**Run 1: drive-strength map**

(2 px per um)
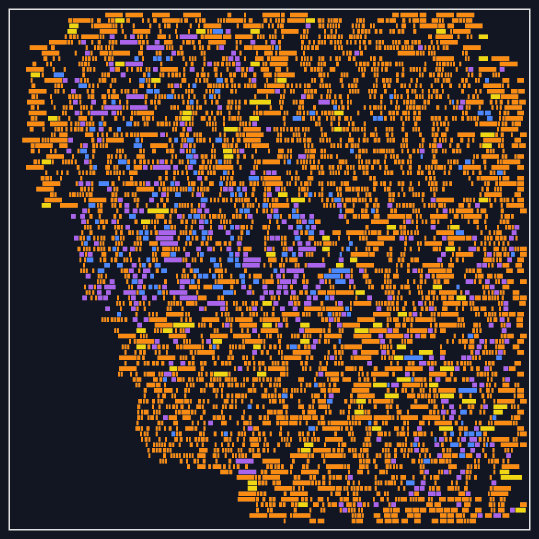
**Run 1: routing congestion**

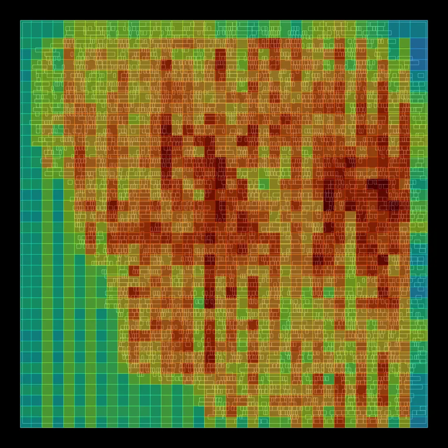
**Run 1: a small window of the routed layout**

Window x 117 to 142, y 117 to 142 um. Cells in gray, sequential cells in the stronger gray; small squares are vias.
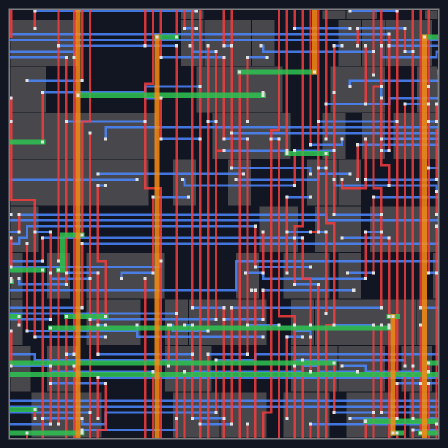
**Run 1: where the registers sit**

(1.5 px per um)
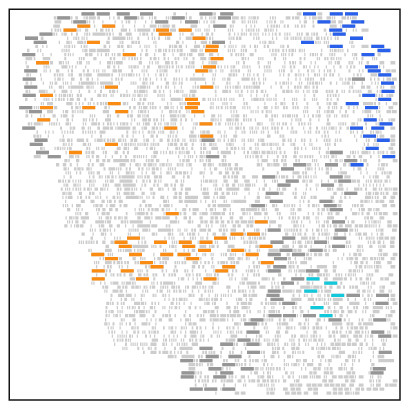
<file path="config.mk">
export PLATFORM = sky130hd
export DESIGN_NAME = rv32_muldiv_sequencer
export DESIGN_NICKNAME = d
export VERILOG_FILES = /design/src/rtl/rv32_muldiv_sequencer.sv
export SDC_FILE = /design/constraint.sdc
export NUM_CORES = 1
export LEC_CHECK = 0
export ABC_AREA = 1
export CORE_UTILIZATION = 35
export CTS_BUF_LIST = sky130_fd_sc_hd__clkbuf_8
export CTS_CLUSTER_SIZE = 20
export DETAILED_ROUTE_END_ITERATION = 10
export MAX_ROUTING_LAYER = met4
export SYNTH_ARGS = -nofsm -noshare
export SYNTH_HDL_FRONTEND = slang
export SYNTH_SLANG_ARGS = --single-unit
</file>
<file path="constraint.sdc">
create_clock -name clk -period 2.8 [get_ports clk]
set_input_delay 0.42 -clock clk [delete_from_list [all_inputs] [get_ports clk]]
set_output_delay 0.42 -clock clk [all_outputs]
set_load 0.05 [all_outputs]
</file>
<file path="src/rtl/rv32_muldiv_sequencer.sv">
// Multi-cycle RV32M multiply/divide sequencer: 1-bit-per-cycle shift-add multiplier and restoring divider.
// Optional macro MULDIV_EARLY_OUT_EN ends multiplies once the remaining multiplier bits are all zero.
module rv32_muldiv_sequencer #(
    parameter int TAG_W = 5
) (
    input  logic             clk,
    input  logic             rst_n,
    input  logic             flush,
    input  logic             req_valid,
    output logic             req_ready,
    input  logic [6:0]       req_subcode,
    input  logic [31:0]      req_rs1,
    input  logic [31:0]      req_rs2,
    input  logic [TAG_W-1:0] req_tag,
    output logic             rsp_valid,
    input  logic             rsp_ready,
    output logic [31:0]      rsp_result,
    output logic [TAG_W-1:0] rsp_tag,
    output logic             rsp_illegal
);
    localparam logic [6:0] IOP_MUL    = 7'h04;
    localparam logic [6:0] IOP_MULH   = 7'h05;
    localparam logic [6:0] IOP_MULHSU = 7'h06;
    localparam logic [6:0] IOP_DIV    = 7'h08;
    localparam logic [6:0] IOP_REM    = 7'h0A;
    localparam logic [6:0] IOP_REMU   = 7'h0B;

    typedef enum logic [1:0] {IDLE, CALC, DONE} state_e;
    state_e state_q, state_d;

    logic        accept, req_legal, req_is_div, req_is_rem;
    logic        sign_a, sign_b, div_zero, div_ovf, fast;
    logic [31:0] mag_a, mag_b, fast_result;

    logic        is_div_q, is_rem_q, mul_low_q, neg_q;
    logic [5:0]  cnt_q;
    logic [63:0] a_q, acc_q;
    logic [31:0] b_q;

    logic        iter_done, div_ge;
    logic [63:0] mul_sum, mul_p;
    logic [32:0] div_shift;
    logic [31:0] div_diff, quo, rem, final_result;

    assign req_ready = rst_n && !flush && (state_q == IDLE);
    assign rsp_valid = (state_q == DONE);
    assign accept    = req_valid && req_ready;

    // Request decode: legality, signedness and the single-cycle special cases.
    assign req_legal  = (req_subcode >= IOP_MUL) && (req_subcode <= IOP_REMU);
    assign req_is_div = req_subcode[3];
    assign req_is_rem = req_subcode[1];
    assign sign_a     = req_rs1[31] && (req_subcode inside {IOP_MUL, IOP_MULH, IOP_MULHSU, IOP_DIV, IOP_REM});
    assign sign_b     = req_rs2[31] && (req_subcode inside {IOP_MUL, IOP_MULH, IOP_DIV, IOP_REM});
    assign mag_a      = sign_a ? -req_rs1 : req_rs1;
    assign mag_b      = sign_b ? -req_rs2 : req_rs2;
    assign div_zero   = req_legal && req_is_div && (req_rs2 == 32'd0);
    assign div_ovf    = (req_subcode inside {IOP_DIV, IOP_REM}) &&
                        (req_rs1 == 32'h8000_0000) && (req_rs2 == 32'hFFFF_FFFF);
    assign fast       = !req_legal || div_zero || div_ovf;

    always_comb begin
        // NOTE: every combinational output gets a default first so no path infers a latch.
        fast_result = 32'd0;
        if (div_zero)
            fast_result = req_is_rem ? req_rs1 : 32'hFFFF_FFFF;
        else if (div_ovf)
            fast_result = req_is_rem ? 32'd0 : 32'h8000_0000;
    end

    // Iteration datapath; remainder stays below the divisor so a 32-bit difference suffices.
    assign mul_sum   = acc_q + (b_q[0] ? a_q : 64'd0);
    assign div_shift = {acc_q[31:0], a_q[31]};
    assign div_ge    = div_shift >= {1'b0, b_q};
    assign div_diff  = div_shift[31:0] - b_q;

    assign mul_p = neg_q ? -acc_q : acc_q;
    assign quo   = neg_q ? -a_q[31:0] : a_q[31:0];
    assign rem   = neg_q ? -acc_q[31:0] : acc_q[31:0];
    assign final_result = is_div_q ? (is_rem_q ? rem : quo)
                                   : (mul_low_q ? mul_p[31:0] : mul_p[63:32]);

`ifdef MULDIV_EARLY_OUT_EN
    assign iter_done = (cnt_q == 6'd32) || (!is_div_q && (cnt_q != 6'd0) && (b_q == 32'd0));
`else
    assign iter_done = (cnt_q == 6'd32);
`endif

    always_comb begin
        state_d = state_q;
        case (state_q)
            IDLE:    if (accept) state_d = fast ? DONE : CALC;
            CALC:    if (iter_done) state_d = DONE;
            DONE:    if (rsp_ready) state_d = IDLE;
            default: state_d = IDLE;
        endcase
        if (flush) state_d = IDLE;
    end

    always_ff @(posedge clk or negedge rst_n) begin
        // NOTE: sequential state uses non-blocking assignments so all registers update from pre-edge values.
        if (!rst_n) state_q <= IDLE;
        else        state_q <= state_d;
    end

    always_ff @(posedge clk or negedge rst_n) begin
        // NOTE: datapath and response registers are all reset so an aborted op leaves no stale result behind.
        if (!rst_n) begin
            is_div_q    <= 1'b0;
            is_rem_q    <= 1'b0;
            mul_low_q   <= 1'b0;
            neg_q       <= 1'b0;
            cnt_q       <= 6'd0;
            a_q         <= 64'd0;
            b_q         <= 32'd0;
            acc_q       <= 64'd0;
            rsp_result  <= 32'd0;
            rsp_tag     <= '0;
            rsp_illegal <= 1'b0;
        end else if (accept) begin
            is_div_q    <= req_is_div;
            is_rem_q    <= req_is_rem;
            mul_low_q   <= (req_subcode == IOP_MUL);
            neg_q       <= (req_is_div && req_is_rem) ? sign_a : (sign_a ^ sign_b);
            cnt_q       <= 6'd0;
            a_q         <= {32'd0, mag_a};
            b_q         <= mag_b;
            acc_q       <= 64'd0;
            rsp_tag     <= req_tag;
            rsp_illegal <= !req_legal;
            if (fast) rsp_result <= fast_result;
        end else if (state_q == CALC && !flush) begin
            if (iter_done) begin
                rsp_result <= final_result;
            end else begin
                cnt_q <= cnt_q + 6'd1;
                if (is_div_q) begin
                    a_q   <= {32'd0, a_q[30:0], div_ge};
                    acc_q <= div_ge ? {32'd0, div_diff} : {31'd0, div_shift};
                end else begin
                    acc_q <= mul_sum;
                    a_q   <= a_q << 1;
                    b_q   <= b_q >> 1;
                end
            end
        end
    end
endmodule

</file>
==> Slide: Implementation Results, run 1 <==
Physical Implementation Snapshot

Synthesis
  – YS chip area: between 20000 and 25000 sq um
  – Synth top cell by count: nand2_1
  – Synthesized netlist cell count: 4008
  – EDFF count, synth: 0
  – Synth warnings: 0
  – Max-area cell share: 22.6%
  – Area leader, netlist: dfrtp_1
  – Yosys reg bits: 210

Final layout
  – Non-clock buffer share of cell area: ~14%
  – Layout cells sized above 1: about 15%
  – Register Area: about 5300 sq um
  – MI comb area: 16000 sq um
  – Inverters: 550
  – Combinational Gates: 3130
  – Nets: roughly 4600

Power
  – Pwr per Cell Area: approximately 630 nW/um^2
  – Pwr Total: roughly 0.019 W
  – Net Sw Power: roughly 0.009 W

Min path
  – Worst Hold Class: input port to register

Outcome
  – Status: completed

Critical path
  – Crit. Startpoint: b_q[0]$_DFFE_PN0P_
  – CP Class: register to register
  – Startpoint types: register
  – Critical path's slowest cell: dfrtp_2
  – Crit-path max FO: 15
  – Worst-path cell chain: buf_6 > nand2_1 > inv_1 > ha_1 > a21oi_2 > nand2_4 > a21oi_4 > buf_4 > o21ai_2 > nand2_1 > nand2_1 > nand2_1 > nand2_1 > o21ai_0 > nand2_1 > nand2_1
  – Critical Path End: acc_q[21]$_DFFE_PN0P_
  – Worst r2r src: b_q[0]$_DFFE_PN0P_
  – Cell occurring most often along the worst timing path: nand2_1

Die
  – IO Count: ~120

Global routing
  – Total gr overflow: 0
  – Initial antenna violation count: 1
  – Grt met2 use: around 49%

Clocking
  – Clk slew on worst S/H paths: around 0.06 ns
  – Post-CTS resize count: 29
  – Clk root buf: clkbuf_8
  – Insertion Delay late pin: 0.66 ns
  – Num CTS Buffers: between 40 and 50
  – CTS tree: done
  – Maximum level of the CTS H-tree: 2

Route
  – Metal1 wirelength: ~47000 um
  – Met3 Wirelength: about 7900 um

Placement
  – IO buf count: around 120
  – Post-place instance area: approximately 28000 sq um
  – Gpl congestion: 1.06

STA
  – Clock Skew: 0.0481 ns
  – Slew Viols, Final: 0
  – Setup repair after global routing missed its margin: true
  – Worst setup margin: approximately 0.019 ns

Run
  – Max_cap viols: 0
About 'drive-strength map':
drive 2 -> blue  # cells 190
drive 3 to 4 -> purple  # cells 373
drive 6 and up -> yellow  # cells 86
drive 1 or less -> orange  # cells 3794

About 'routing congestion':
Overall Global Routing Usage: 32.0%
fin util: 44.9%
WL per Instance: 20.2 um
global-route track usage on met3: 4.26%
met1 layer usage reported by global route: 42.1%

About 'a small window of the routed layout':
met1 -> blue
met2 -> red
met3 -> green
met4 -> orange
cells with their middle in the window = 46
most frequent = buf_4 (14), nand2_1 (8), inv_1 (6)
sequential cells in the window = 0

About 'where the registers sit':
`rsp_result` -> blue  # placed flops 32, where top right
`acc_q` -> orange  # placed flops 64
`cnt_q` -> cyan  # placed flops 6, where bottom right

**Run 1: metal 2**

(1.5 px per um)
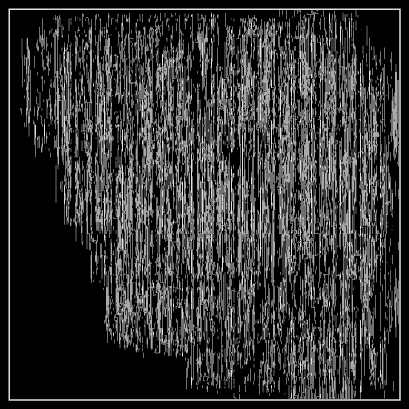

==> run 2, diff against run 1 <==
--- a/config.mk
+++ b/config.mk
@@ -6,6 +6,7 @@
 export NUM_CORES = 1
 export LEC_CHECK = 0
 export ABC_AREA = 1
+export CORE_ASPECT_RATIO = 1.2
 export CORE_UTILIZATION = 35
 export CTS_BUF_LIST = sky130_fd_sc_hd__clkbuf_8
 export CTS_CLUSTER_SIZE = 20
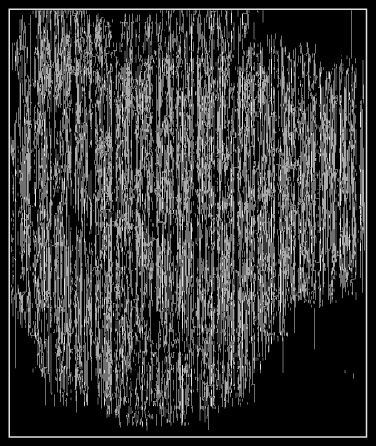
**Above:** run 2 (metal 2).
(1.5 px per um)
main direction = vertical
wire length on this layer = 52.3 mm
longest straight run = 165 um
nets with wire on the layer = 3744

==> run 2 against run 1 <==
Maximum frequency rose by 1.5%; synthesized area stayed put; register-to-register slack better by 0.04 ns; flip-flop count did not move; die area about the same; sequential power increased by 1%; via count is 0.16% higher; final area rose by 3.4%; wire length increased by 3.0%; critical path depth increased by 1; setup slack better by 0.041 ns; largest cell class unchanged.
==> Slide: Implementation Results, run 2 <==
Physical Implementation Snapshot

Global routing
  – Overall Global Routing Usage: 33.2% (was 32.0%)
  – Initial antenna violation count: 2 (was 1)
  – Grt met2 use: 54.9% (was 49.0%)
  – Met1 layer usage reported by global route: 39.3% (was 42.1%)

Clocking
  – Maximum level of the CTS H-tree: 2 (unchanged)
  – Num CTS Buffers: 42 (was 44)
  – Clk root buf: clkbuf_8 (unchanged)
  – Insertion Delay late pin: 0.66 ns (about the same)
  – CTS tree: done (unchanged)
  – Clk slew on worst S/H paths: 0.06 ns (about the same)
  – Post-CTS resize count: 54 (was 29)

Power
  – Net Sw Power: 0.00904 W (was 0.00910 W)
  – Pwr per Cell Area: 609 nW/um^2 (was 629 nW/um^2)

Route
  – WL per Instance: 20.7 um (was 20.2 um)
  – Met3 Wirelength: 6060 um (was 7930 um)

Critical path
  – CP Class: register to register (unchanged)
  – Crit. Startpoint: b_q[0]$_DFFE_PN0P_ (unchanged)
  – Critical Path End: acc_q[63]$_DFFE_PN0P_ (was acc_q[21]$_DFFE_PN0P_)
  – Worst-path cell chain: buf_12 > buf_12 > nand2_1 > inv_1 > ha_4 > nand2_1 > buf_4 > nor2_1 > inv_1 > nor2_1 > inv_2 > nor4_2 > nand2_1 > nand2_1 > nand2_1 > nand3_1 > nand2_1 (was buf_6 > nand2_1 > inv_1 > ha_1 > a21oi_2 > nand2_4 > a21oi_4 > buf_4 > o21ai_2 > nand2_1 > nand2_1 > nand2_1 > nand2_1 > o21ai_0 > nand2_1 > nand2_1)
  – Crit-path max FO: 19 (was 15)
  – Worst r2r src: b_q[0]$_DFFE_PN0P_ (unchanged)

Run
  – Max_cap viols: 0 (unchanged)

Placement
  – Gpl congestion: 1.06 (about the same)
  – IO buf count: 120 (unchanged)
  – Post-place instance area: 28200 sq um (was 27600 sq um)

Final layout
  – Register Area: 5260 sq um (about the same)
  – Nets: 4667 (was 4593)
  – Combinational Gates: 3130 (unchanged)
  – Fin util: 46.4% (was 44.9%)

Synthesis
  – Synth warnings: 0 (unchanged)
  – Yosys reg bits: 210 (unchanged)
  – Synth top cell by count: nand2_1 (unchanged)

Min path
  – Worst Hold Class: input port to register (unchanged)

Outcome
  – Status: completed (unchanged)

STA
  – Worst setup margin: 0.0601 ns (was 0.0187 ns)
Power is estimated from default activity; no workload was simulated.
